==> config.mk <==
export PLATFORM = sky130hd
export DESIGN_NAME = seq_alu_flat
export DESIGN_NICKNAME = d
export VERILOG_FILES = /design/src/rtl/seq_alu_if.sv /design/src/rtl/seq_alu.sv /design/src/flat_wrapper.sv
export SDC_FILE = /design/constraint.sdc
export NUM_CORES = 1
export LEC_CHECK = 0
export ABC_AREA = 0
export CAP_MARGIN = 20
export CORE_ASPECT_RATIO = 1.4
export CORE_MARGIN = 2
export CORE_UTILIZATION = 45
export CTS_BUF_LIST = sky130_fd_sc_hd__clkbuf_8
export DETAILED_ROUTE_END_ITERATION = 8
export PLACE_DENSITY = 0.69
export SETUP_SLACK_MARGIN = 0.3
export SYNTH_ARGS = -nofsm -noshare
export SYNTH_HDL_FRONTEND = slang
export SYNTH_SLANG_ARGS = --single-unit
==> constraint.sdc <==
create_clock -name clk -period 11 [get_ports clk]
set_input_delay 2.2 -clock clk [delete_from_list [all_inputs] [get_ports clk]]
set_output_delay 2.2 -clock clk [all_outputs]
set_load 0.005 [all_outputs]
==> src/rtl/seq_alu_if.sv <==
// ---------------------------------------------------------------------------
// seq_alu_if -- operand/result bundle for the sequential ALU.
//
// Handshake: a bundle moves on a rising clk edge where valid and ready are
// both 1. The producer holds valid and payload stable until that edge; ready
// may depend combinationally on the consumer's state. The input side uses
// in_valid/in_ready, the result side out_valid/out_ready; result, zero and
// cond are meaningful only while out_valid=1.
//
// Signals:
//   in_valid   producer -> alu   operand/control bundle present
//   in_ready   alu -> producer   bundle is accepted this cycle
//   alu_ctrl   producer -> alu   operation select (0..9, 10..15 undefined)
//   invert     producer -> alu   invert branch condition
//   op_a/op_b  producer -> alu   operands (op_b[4:0] = shift amount)
//   out_valid  alu -> consumer   result bundle valid
//   out_ready  consumer -> alu   result taken this cycle
//   result     alu -> consumer   operation result
//   zero       alu -> consumer   result == 0
//   cond       alu -> consumer   branch condition
//   busy       alu -> consumer   multi-cycle shift in progress
// Modports: master = producer/consumer side, slave = the ALU.
// ---------------------------------------------------------------------------
interface seq_alu_if;
  logic        in_valid;
  logic        in_ready;
  logic [3:0]  alu_ctrl;
  logic        invert;
  logic [31:0] op_a;
  logic [31:0] op_b;
  logic        out_valid;
  logic        out_ready;
  logic [31:0] result;
  logic        zero;
  logic        cond;
  logic        busy;

  modport master (
    output in_valid, alu_ctrl, invert, op_a, op_b, out_ready,
    input  in_ready, out_valid, result, zero, cond, busy
  );

  modport slave (
    input  in_valid, alu_ctrl, invert, op_a, op_b, out_ready,
    output in_ready, out_valid, result, zero, cond, busy
  );
endinterface

==> src/rtl/seq_alu.sv <==
// ---------------------------------------------------------------------------
// seq_alu -- sequential 32-bit ALU with branch-condition output.
//
// Non-shift operations complete one cycle after acceptance. Shifts (SLL, SRL,
// SRA) move one bit per cycle in the SHIFT state, so a shift by k takes k+1
// cycles; k=0 completes like a non-shift op with result=op_a. The result is
// held in DONE until the consumer takes it; a new bundle may be accepted in
// the same cycle the old result retires.
//
// Ports:
//   clk        rising-edge clock
//   rst        synchronous active-high reset
//   bus        seq_alu_if.slave (operand/result handshake, see interface)
//   dbg_state  current FSM state (0 IDLE, 1 SHIFT, 2 DONE)
// ---------------------------------------------------------------------------
module seq_alu (
  input  logic        clk,
  input  logic        rst,
  seq_alu_if.slave    bus,
  output logic [1:0]  dbg_state
);

  typedef enum logic [1:0] {
    IDLE  = 2'd0,
    SHIFT = 2'd1,
    DONE  = 2'd2
  } state_t;

  localparam logic [3:0] OP_AND  = 4'd0;
  localparam logic [3:0] OP_OR   = 4'd1;
  localparam logic [3:0] OP_ADD  = 4'd2;
  localparam logic [3:0] OP_SUB  = 4'd3;
  localparam logic [3:0] OP_XOR  = 4'd4;
  localparam logic [3:0] OP_SLL  = 4'd5;
  localparam logic [3:0] OP_SLT  = 4'd6;
  localparam logic [3:0] OP_SLTU = 4'd7;
  localparam logic [3:0] OP_SRL  = 4'd8;
  localparam logic [3:0] OP_SRA  = 4'd9;

  state_t      state;
  logic [3:0]  ctrl_q;
  logic        invert_q;
  logic [31:0] shreg;
  logic [4:0]  cnt;

  logic        out_valid_q;
  logic        busy_q;
  logic [31:0] result_q;
  logic        zero_q;
  logic        cond_q;

  logic        accept;
  logic        in_is_shift;
  logic [4:0]  in_amt;
  logic [31:0] alu_res;
  logic [31:0] shift_next;

  // Branch condition: SUB tests equality (BEQ), every other op tests for a
  // non-zero result (BLT/BLTU via SLT/SLTU); invert turns them into the
  // complementary branches.
  function automatic logic branch_cond(input logic [3:0]  ctrl,
                                       input logic        inv,
                                       input logic [31:0] res);
    logic c;
    c = (ctrl == OP_SUB) ? (res == 32'd0) : (res != 32'd0);
    return c ^ inv;
  endfunction

  assign bus.in_ready = !rst &&
                        ((state == IDLE) || ((state == DONE) && bus.out_ready));
  assign accept       = bus.in_valid && bus.in_ready;

  assign in_amt      = bus.op_b[4:0];
  assign in_is_shift = (bus.alu_ctrl == OP_SLL) || (bus.alu_ctrl == OP_SRL) ||
                       (bus.alu_ctrl == OP_SRA);

  // Single-cycle result. Shift ops only take this path when the amount is
  // zero, where the result is simply op_a.
  always_comb begin
    alu_res = 32'd0;
    case (bus.alu_ctrl)
      OP_AND:  alu_res = bus.op_a & bus.op_b;
      OP_OR:   alu_res = bus.op_a | bus.op_b;
      OP_ADD:  alu_res = bus.op_a + bus.op_b;
      OP_SUB:  alu_res = bus.op_a - bus.op_b;
      OP_XOR:  alu_res = bus.op_a ^ bus.op_b;
      OP_SLT:  alu_res = {31'd0, ($signed(bus.op_a) < $signed(bus.op_b))};
      OP_SLTU: alu_res = {31'd0, (bus.op_a < bus.op_b)};
      OP_SLL,
      OP_SRL,
      OP_SRA:  alu_res = bus.op_a;
      default: alu_res = 32'd0;
    endcase
  end

  // One-bit step of the iterative shifter.
  always_comb begin
    shift_next = {1'b0, shreg[31:1]};
    case (ctrl_q)
      OP_SLL:  shift_next = {shreg[30:0], 1'b0};
      OP_SRA:  shift_next = {shreg[31], shreg[31:1]};
      default: shift_next = {1'b0, shreg[31:1]};
    endcase
  end

  always_ff @(posedge clk) begin
    if (rst) begin
      state       <= IDLE;
      ctrl_q      <= 4'd0;
      invert_q    <= 1'b0;
      shreg       <= 32'd0;
      cnt         <= 5'd0;
      out_valid_q <= 1'b0;
      busy_q      <= 1'b0;
      result_q    <= 32'd0;
      zero_q      <= 1'b1;
      cond_q      <= 1'b0;
    end else begin
      case (state)
        IDLE, DONE: begin
          if (accept) begin
            ctrl_q   <= bus.alu_ctrl;
            invert_q <= bus.invert;
            shreg    <= bus.op_a;
            cnt      <= in_amt;
            if (in_is_shift && (in_amt != 5'd0)) begin
              state       <= SHIFT;
              busy_q      <= 1'b1;
              out_valid_q <= 1'b0;
            end else begin
              // Covers a DONE->DONE back-to-back: the old result retires on
              // this edge and the new one replaces it with no idle bubble.
              state       <= DONE;
              out_valid_q <= 1'b1;
              result_q    <= alu_res;
              zero_q      <= (alu_res == 32'd0);
              cond_q      <= branch_cond(bus.alu_ctrl, bus.invert, alu_res);
            end
          end else if ((state == DONE) && bus.out_ready) begin
            state       <= IDLE;
            out_valid_q <= 1'b0;
          end
        end

        SHIFT: begin
          shreg <= shift_next;
          cnt   <= cnt - 5'd1;
          // cnt==1 means this edge performs the last bit step.
          if (cnt == 5'd1) begin
            state       <= DONE;
            busy_q      <= 1'b0;
            out_valid_q <= 1'b1;
            result_q    <= shift_next;
            zero_q      <= (shift_next == 32'd0);
            cond_q      <= branch_cond(ctrl_q, invert_q, shift_next);
          end
        end

        default: begin
          state       <= IDLE;
          busy_q      <= 1'b0;
          out_valid_q <= 1'b0;
        end
      endcase
    end
  end

  assign bus.out_valid = out_valid_q;
  assign bus.busy      = busy_q;
  assign bus.result    = result_q;
  assign bus.zero      = zero_q;
  assign bus.cond      = cond_q;
  assign dbg_state     = state;

endmodule

==> src/flat_wrapper.sv <==
// flat-port wrapper written by rule: the top's interface ports become plain ports
module seq_alu_flat 
  (clk, rst, dbg_state, bus_in_valid, bus_alu_ctrl, bus_invert, bus_op_a, bus_op_b, bus_out_ready, bus_in_ready, bus_out_valid, bus_result, bus_zero, bus_cond, bus_busy);
  seq_alu_if bus_i ();
  input  logic clk;
  input  logic rst;
  output logic [1:0] dbg_state;
  input wire logic [$bits(bus_i.in_valid)-1:0] bus_in_valid;
  input wire logic [$bits(bus_i.alu_ctrl)-1:0] bus_alu_ctrl;
  input wire logic [$bits(bus_i.invert)-1:0] bus_invert;
  input wire logic [$bits(bus_i.op_a)-1:0] bus_op_a;
  input wire logic [$bits(bus_i.op_b)-1:0] bus_op_b;
  input wire logic [$bits(bus_i.out_ready)-1:0] bus_out_ready;
  output wire logic [$bits(bus_i.in_ready)-1:0] bus_in_ready;
  output wire logic [$bits(bus_i.out_valid)-1:0] bus_out_valid;
  output wire logic [$bits(bus_i.result)-1:0] bus_result;
  output wire logic [$bits(bus_i.zero)-1:0] bus_zero;
  output wire logic [$bits(bus_i.cond)-1:0] bus_cond;
  output wire logic [$bits(bus_i.busy)-1:0] bus_busy;
  assign bus_i.in_valid = bus_in_valid;
  assign bus_i.alu_ctrl = bus_alu_ctrl;
  assign bus_i.invert = bus_invert;
  assign bus_i.op_a = bus_op_a;
  assign bus_i.op_b = bus_op_b;
  assign bus_i.out_ready = bus_out_ready;
  assign bus_in_ready = bus_i.in_ready;
  assign bus_out_valid = bus_i.out_valid;
  assign bus_result = bus_i.result;
  assign bus_zero = bus_i.zero;
  assign bus_cond = bus_i.cond;
  assign bus_busy = bus_i.busy;
  seq_alu u_core (.clk(clk), .rst(rst), .bus(bus_i), .dbg_state(dbg_state));
endmodule
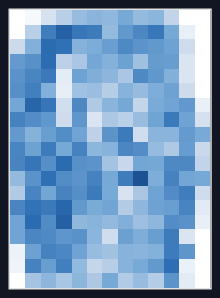
Fig. 1. Cell density map (run 1).
Scale: 1.5 px per um. The die is cut into 13 by 19 equal tiles; white is low, dark blue is high, 0 to 100% covered.
nearly empty tiles: 5.7%
mean over tiles: 46%
tiles over 75% full: 4.0%
fullest tile: 86%
emptiest ninth of the die: top right

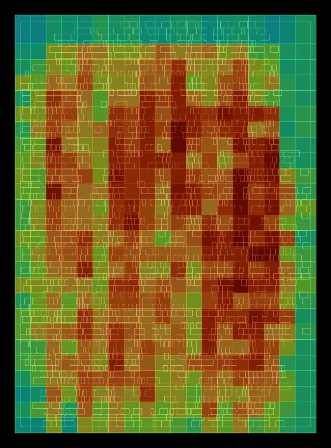
Fig. 2. Routing congestion map (run 1).
WL/cell: 23.6 um
met1 GRT Util: 42.5%
M2 GR Usage: 56.9%
Tot GR Track Use: 33.8%

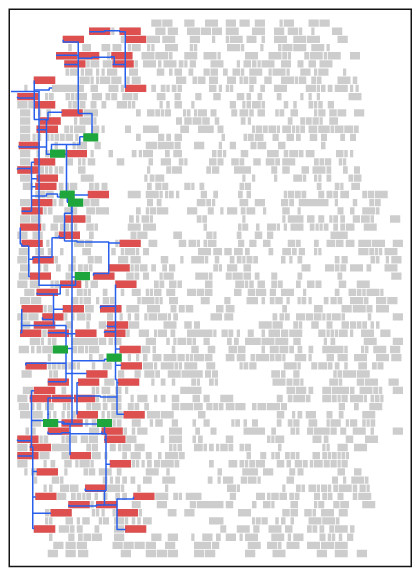
Fig. 3. Clock wires, drivers and flops (run 1).
Scale: 3 px per um.
[blue] clock wires | length: 962 um
[green] clock drivers | count: 9
[red] flip-flops | count: 79
routed clock nets: 10
flops lie: a column on the left

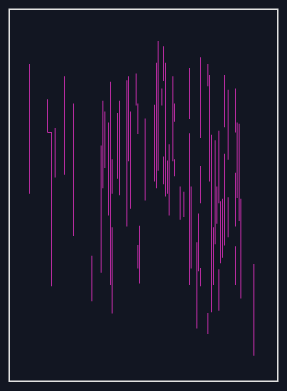
Fig. 4. Met4 routing (run 1).
Scale: 2 px per um.
nets with wire on the layer: 59
share of all routed wire: 5.8%
Via Count: 11,853
Routed WL: 42.5 mm

==> metrics.yaml, run 1 <==
yosys:
  netlist_instances: 1462
  yosys_area_um2: 10600
  most_common_cell: "nor2_1"
  syn_avg_cell_area_um2: 7.22
  yosysWarnings: 0
  fa_ha_area_share_pct: 13.4
  synthesis.area_um2: 10600
  synth-edff-count: 0
  synth_xor_xnor_area_share_pct: 0.912
  synth.top_cells.by_count: "nor2_1 (176), a21oi_1 (141), nand2_1 (113)"
  simple_gate_area_share_pct: 24.4
  netlist.area_leader.share_pct: 15.0
  topCombFamilyByArea: "AND-OR/OR-AND gates"
  ys_types: 105
  ys_seq_share_pct: 15.0
  synth-async-reset-ratio_pct: 0
  yosys.area_share.aoi_pct: 33.0
  ys_top_cells_by_area: "dfxtp_1 (15%), ha_1 (13%), a21oi_1 (6.7%)"
  synth_area_leader_cell: "dfxtp_1"
clock_tree:
  cts_tree: "yes"
  cts_resized: 0
  cts_made_buffers: 9
  clockBufferDepth: 2
  cts_num_sinks: 79
  insertion_delay_ns: 0.35
  path_clk_slew_ns: 0.08
  postCtsHoldBufs: 0
  h-tree-depth: 3
  root_buffer: "clkbuf_8"
global_routing:
  grt_pass1_wl_mm: 65.2
  grt_max_degree: 84
  use_met3_pct: 3.59
  grt_overflow_total: 0
  grt.busiest_layer: "met2"
  grt_pass1_vias: 11266
hold_path:
  hp-class: "reg2reg"
  whs_path_depth: 2
  hold_path.startpoint: "u_core.bus.result[11]"
  min_to: "u_core.bus.result[11]"
power:
  total_power_uw: 1040
  ir_drop_mv: 0.103
  switchingPower_uw: 438
  intPower_uw: 598
  clkPwrFrac_pct: 21.1
  p_leak_uw: 0.00447
  pwr-share-comb_pct: 48.2
  p_sw_share_pct: 42.2
  seqPwrFrac_pct: 30.7
  powerSeq_uw: 318
  clock_power_uw: 219
finish:
  n_all_buffers: 128
  inverters: 99
  logic_area_um2: 8040
  layout_top_cell: "nor2_1"
  clkCellAreaFrac_pct: 1.67
  final_core_util_pct: 51.1
  seq_area_share_pct: 13.4
  sh_comb_area_pct: 68.1
  flops: 79
  largest_cell_class: "combinational gates"
  regArea_um2: 1580
  fillers: 2356
  buffer_area_share_pct: 10.4
  stdcell_count: 1805
  most-common-layout-cells: "nor2_1 (174), a21oi_1 (141), nand2_1 (113)"
  diodes: 0
setup_path:
  crit_arrival_ns: 6.86
  critPathKind: "in2reg"
  worstPathCellList: "clkdlybuf4s50_1 -> inv_1 -> ha_1 -> nor2b_1 -> nor3_2 -> a21oi_2 -> a21oi_1 -> o21ai_0 -> a2111oi_1 -> o2111ai_1 -> nor4b_1 -> and4_1 -> and2_1 -> o211ai_2"
  start_kind: "primary input"
  crit_family: "AND-OR/OR-AND gates"
  rrSetupSlack_ns: 7.53
  cp_max_fo: 11
  path_depth: 14
  r2r_start: "u_core.dbg_state[1]"
  crit_start: "bus_op_b[4]"
  max_stage_delay_ns: 0.75
  cp_num_buf_inv: 2
  worstSetupEndpoint: "u_core.bus.cond"
  required_ns: 11.23
  worst_setup_path_end_kind: "flip-flop"
  r2r_cells: 10
run_status:
  status: "finished, final reports clean"
die:
  core_area_um2: 23100
  chip_area_um2: 24700
  die_x_um: 133
  die_h_um: 185
  ios: 112
  fp_util_pct: 45.7
sta:
  period_needed_ns: 6.63
  finalMaxSlewViolations: 0
  worst-slew-pin-transition_ns: 1.13
  relSlewSlack_pct: 24.4
  fin_tns_setup_ns: 0
  skew_ns: 0.0133
  min_period_over_period_pct: 60.3
  hold_viol_final: 0
  rsz0062_at_grt: "no"
  setup_viol_count_final: 0
  fin_worst_hold_slack_ns: 0.465
  setup_ws_ns: 4.37
detailed_routing:
  dr_wl_met3_mm: 3.13
  top_layer: "met4"
  met1Wirelength_mm: 17.3
  ant_nets: 0
  drt_iter0_markers: 1392
  routed_via_density: 6.57
place:
  place_area_um2: 11600
  numPortBuffers: 111
  hpwl_mm: 32.8
  dp_slack_ns: 4.23
job:
  warning_count: 103
==> inputs of run 2 (changes only) <==
Clock period 11 ns to 6.8 ns, I/O delays scaled along.
==> run 2 against run 1 <==
  * Critical path depth is the same
  * Final cell count rose by 0.44%
  * Sequential share of layout area shrank 0.052 points
  * Critical endpoint unchanged
  * Largest power group unchanged
==> metrics.yaml, run 2 <==
power:
  powerSeq_uw: 513
  p_leak_uw: 0.00450
  ir_drop_mv: 0.143
  clkPwrFrac_pct: 22.3
  pwr-share-comb_pct: 47.4
  p_sw_share_pct: 41.7
  intPower_uw: 988
  seqPwrFrac_pct: 30.3
yosys:
  synth_xor_xnor_area_share_pct: 0.912
  netlist.area_leader.share_pct: 15.0
  yosysWarnings: 0
  ys_types: 105
  most_common_cell: "nor2_1"
  synth_area_leader_cell: "dfxtp_1"
  yosys.area_share.aoi_pct: 33.0
  netlist_instances: 1462
  synth-async-reset-ratio_pct: 0
  simple_gate_area_share_pct: 24.4
  synth.top_cells.by_count: "nor2_1 (176), a21oi_1 (141), nand2_1 (113)"
  ys_seq_share_pct: 15.0
setup_path:
  critPathKind: "in2reg"
  max_stage_delay_ns: 0.72
  start_kind: "primary input"
  crit_arrival_ns: 5.96
  crit_family: "AND-OR/OR-AND gates"
  cp_max_fo: 11
  worstPathCellList: "clkdlybuf4s50_1 -> inv_1 -> ha_1 -> nor2b_1 -> nor3_2 -> a21oi_2 -> a21oi_1 -> o21ai_0 -> a2111oi_1 -> o2111ai_1 -> nor4b_1 -> and4_1 -> and2_1 -> o211ai_2"
  path_depth: 14
  required_ns: 7.04
  worst_setup_path_end_kind: "flip-flop"
  cp_num_buf_inv: 2
finish:
  stdcell_count: 1813
  inverters: 99
  seq_area_share_pct: 13.3
  logic_area_um2: 8030
  largest_cell_class: "combinational gates"
  fillers: 2388
  layout_top_cell: "nor2_1"
  sh_comb_area_pct: 67.8
  most-common-layout-cells: "nor2_1 (174), a21oi_1 (141), nand2_1 (113)"
  flops: 79
detailed_routing:
  drt_iter0_markers: 1231
  ant_nets: 0
  drt-total-wl_mm: 41.0
  top_layer: "met4"
  vias: 11740
global_routing:
  grt.busiest_layer: "met2"
  grt_overflow_total: 0
  grt_pass1_wl_mm: 62.6
  grt_pass1_vias: 10927
  grt_max_degree: 83
job:
  warning_count: 103
place:
  place_area_um2: 11600
clock_tree:
  clockBufferDepth: 2
  path_clk_slew_ns: 0.08
  postCtsHoldBufs: 0
  cts_resized: 0
  insertion_delay_ns: 0.35
  cts_tree: "yes"
sta:
  period_needed_ns: 5.72
  worst-slew-pin-transition_ns: 1.10
  hold_viol_final: 0
  finalMaxSlewViolations: 0
  fin_tns_setup_ns: 0
run_status:
  status: "finished, final reports clean"
die:
  chip_area_um2: 24700
  die_h_um: 185
  ios: 112
hold_path:
  whs_path_depth: 2
  hold_path.startpoint: "u_core.bus.result[29]"
  hp-class: "reg2reg"
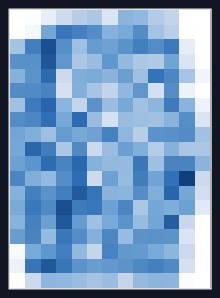
Fig. 5. Cell density map (run 2).
Scale: 1.5 px per um. The die is cut into 13 by 19 equal tiles; white is low, dark blue is high, 0 to 100% covered.
fullest tile: 94%
emptiest ninth of the die: top right
nearly empty tiles: 6.9%
mean over tiles: 46%
Final Util: 51.3%
Core ar.: 23,100 um^2
Initial Util: 45.7%

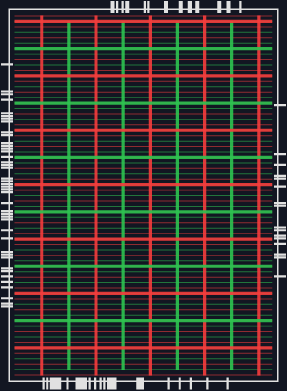
Fig. 6. Floorplan with the power grid (run 2).
Scale: 2 px per um. Pins as bars on the die edge.
[red] VSS
[green] VDD
rows: 66
met4 straps: 9

==> inputs of run 3 (changes only) <==
Clock period 6.8 ns to 5.35 ns, I/O delays scaled along.
==> run 3 against run 2 <==
  * Wire length grew 3.3%
  * Power rose by 34%
  * First-iteration DRC count decreased by 9.2%
  * Hold slack worse by 0.0013 ns
  * Sequential cell count unchanged
  * Via count rose by 4.3%
  * Critical path depth stayed put
  * Utilization increased by 3.3 points
  * Largest cell class unchanged
  * Sequential share of layout area shrank 0.80 points
==> metrics.yaml, run 3 <==
detailed_routing:
  top_layer: "met4"
  dr_wl_met3_mm: 3.37
  wl_per_cell_um: 22.2
  ant_nets: 0
  met1Wirelength_mm: 16.9
  drt_iter0_markers: 1118
finish:
  layout_top_cell: "nor2_1"
  seq_area_share_pct: 12.5
  buffer_area_share_pct: 15.8
  logic_area_um2: 8060
  n_all_buffers: 229
  flops: 79
  diodes: 1
  regArea_um2: 1580
  stdcell_count: 1908
  inverters: 99
yosys:
  synth_xor_xnor_area_share_pct: 0.912
  most_common_cell: "nor2_1"
  synth-edff-count: 0
  topCombFamilyByArea: "AND-OR/OR-AND gates"
  synth.top_cells.by_count: "nor2_1 (176), a21oi_1 (141), nand2_1 (113)"
  simple_gate_area_share_pct: 24.4
  synth_area_leader_cell: "dfxtp_1"
  ys_top_cells_by_area: "dfxtp_1 (15%), ha_1 (13%), a21oi_1 (6.7%)"
setup_path:
  cp_max_fo: 12
  crit_arrival_ns: 5.12
  r2r_cells: 7
  rrSetupSlack_ns: 2.53
  required_ns: 5.61
  crit_family: "AND-OR/OR-AND gates"
  worst_setup_path_end_kind: "flip-flop"
  max_stage_delay_ns: 0.59
  start_kind: "primary input"
  path_depth: 14
place:
  numPortBuffers: 111
  hpwl_mm: 33.4
  dp_slack_ns: -0.0350
power:
  pwr-share-comb_pct: 49.2
  seqPwrFrac_pct: 28.8
  ir_drop_mv: 0.210
  powerSeq_uw: 652
  p_sw_share_pct: 40.8
sta:
  finalMaxSlewViolations: 0
  hold_viol_final: 0
  setup_viol_count_final: 0
  period_needed_ns: 4.87
  worst-slew-pin-transition_ns: 1.20
  relSlewSlack_pct: 19.6
  min_period_over_period_pct: 90.9
hold_path:
  whs_path_depth: 2
  min_to: "u_core.bus.result[30]"
  hold_path.startpoint: "u_core.bus.result[30]"
  hp-class: "reg2reg"
die:
  die_h_um: 185
  chip_area_um2: 24700
  die_x_um: 133
global_routing:
  grt_pass1_wl_mm: 64.8
  gr-usage-met1_pct: 41.8
  track_usage_pct: 33.4
  grt.busiest_layer: "met2"
  grt_overflow_total: 0
clock_tree:
  cts_resized: 0
  clockBufferDepth: 2
  postCtsHoldBufs: 0
run_status:
  status: "finished, final reports clean"
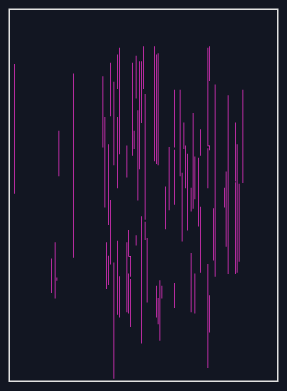
Fig. 7. Met4 routing (run 3).
Scale: 2 px per um.
longest straight run: 95.9 um
nets with wire on the layer: 62
Via Count: 12,249
Routed WL: 42.3 mm

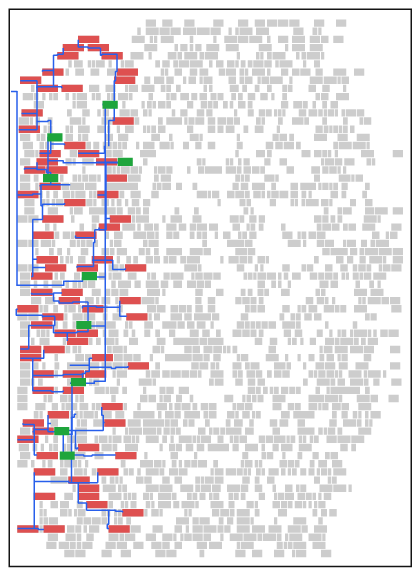
Fig. 8. Clock wires, drivers and flops (run 3).
Scale: 3 px per um.
[blue] clock wires | length: 986 um
[green] clock drivers | count: 9
[red] flip-flops | count: 79
flops lie: a column on the left
routed clock nets: 10
clock latency on the worst-skew pair: 0.37 ns
final clock skew: 0.0150 ns
Clock Power Share: 22.0%
clock-net power: 497 uW

Power figures rest on the tool's default switching activity, not on a simulated workload.
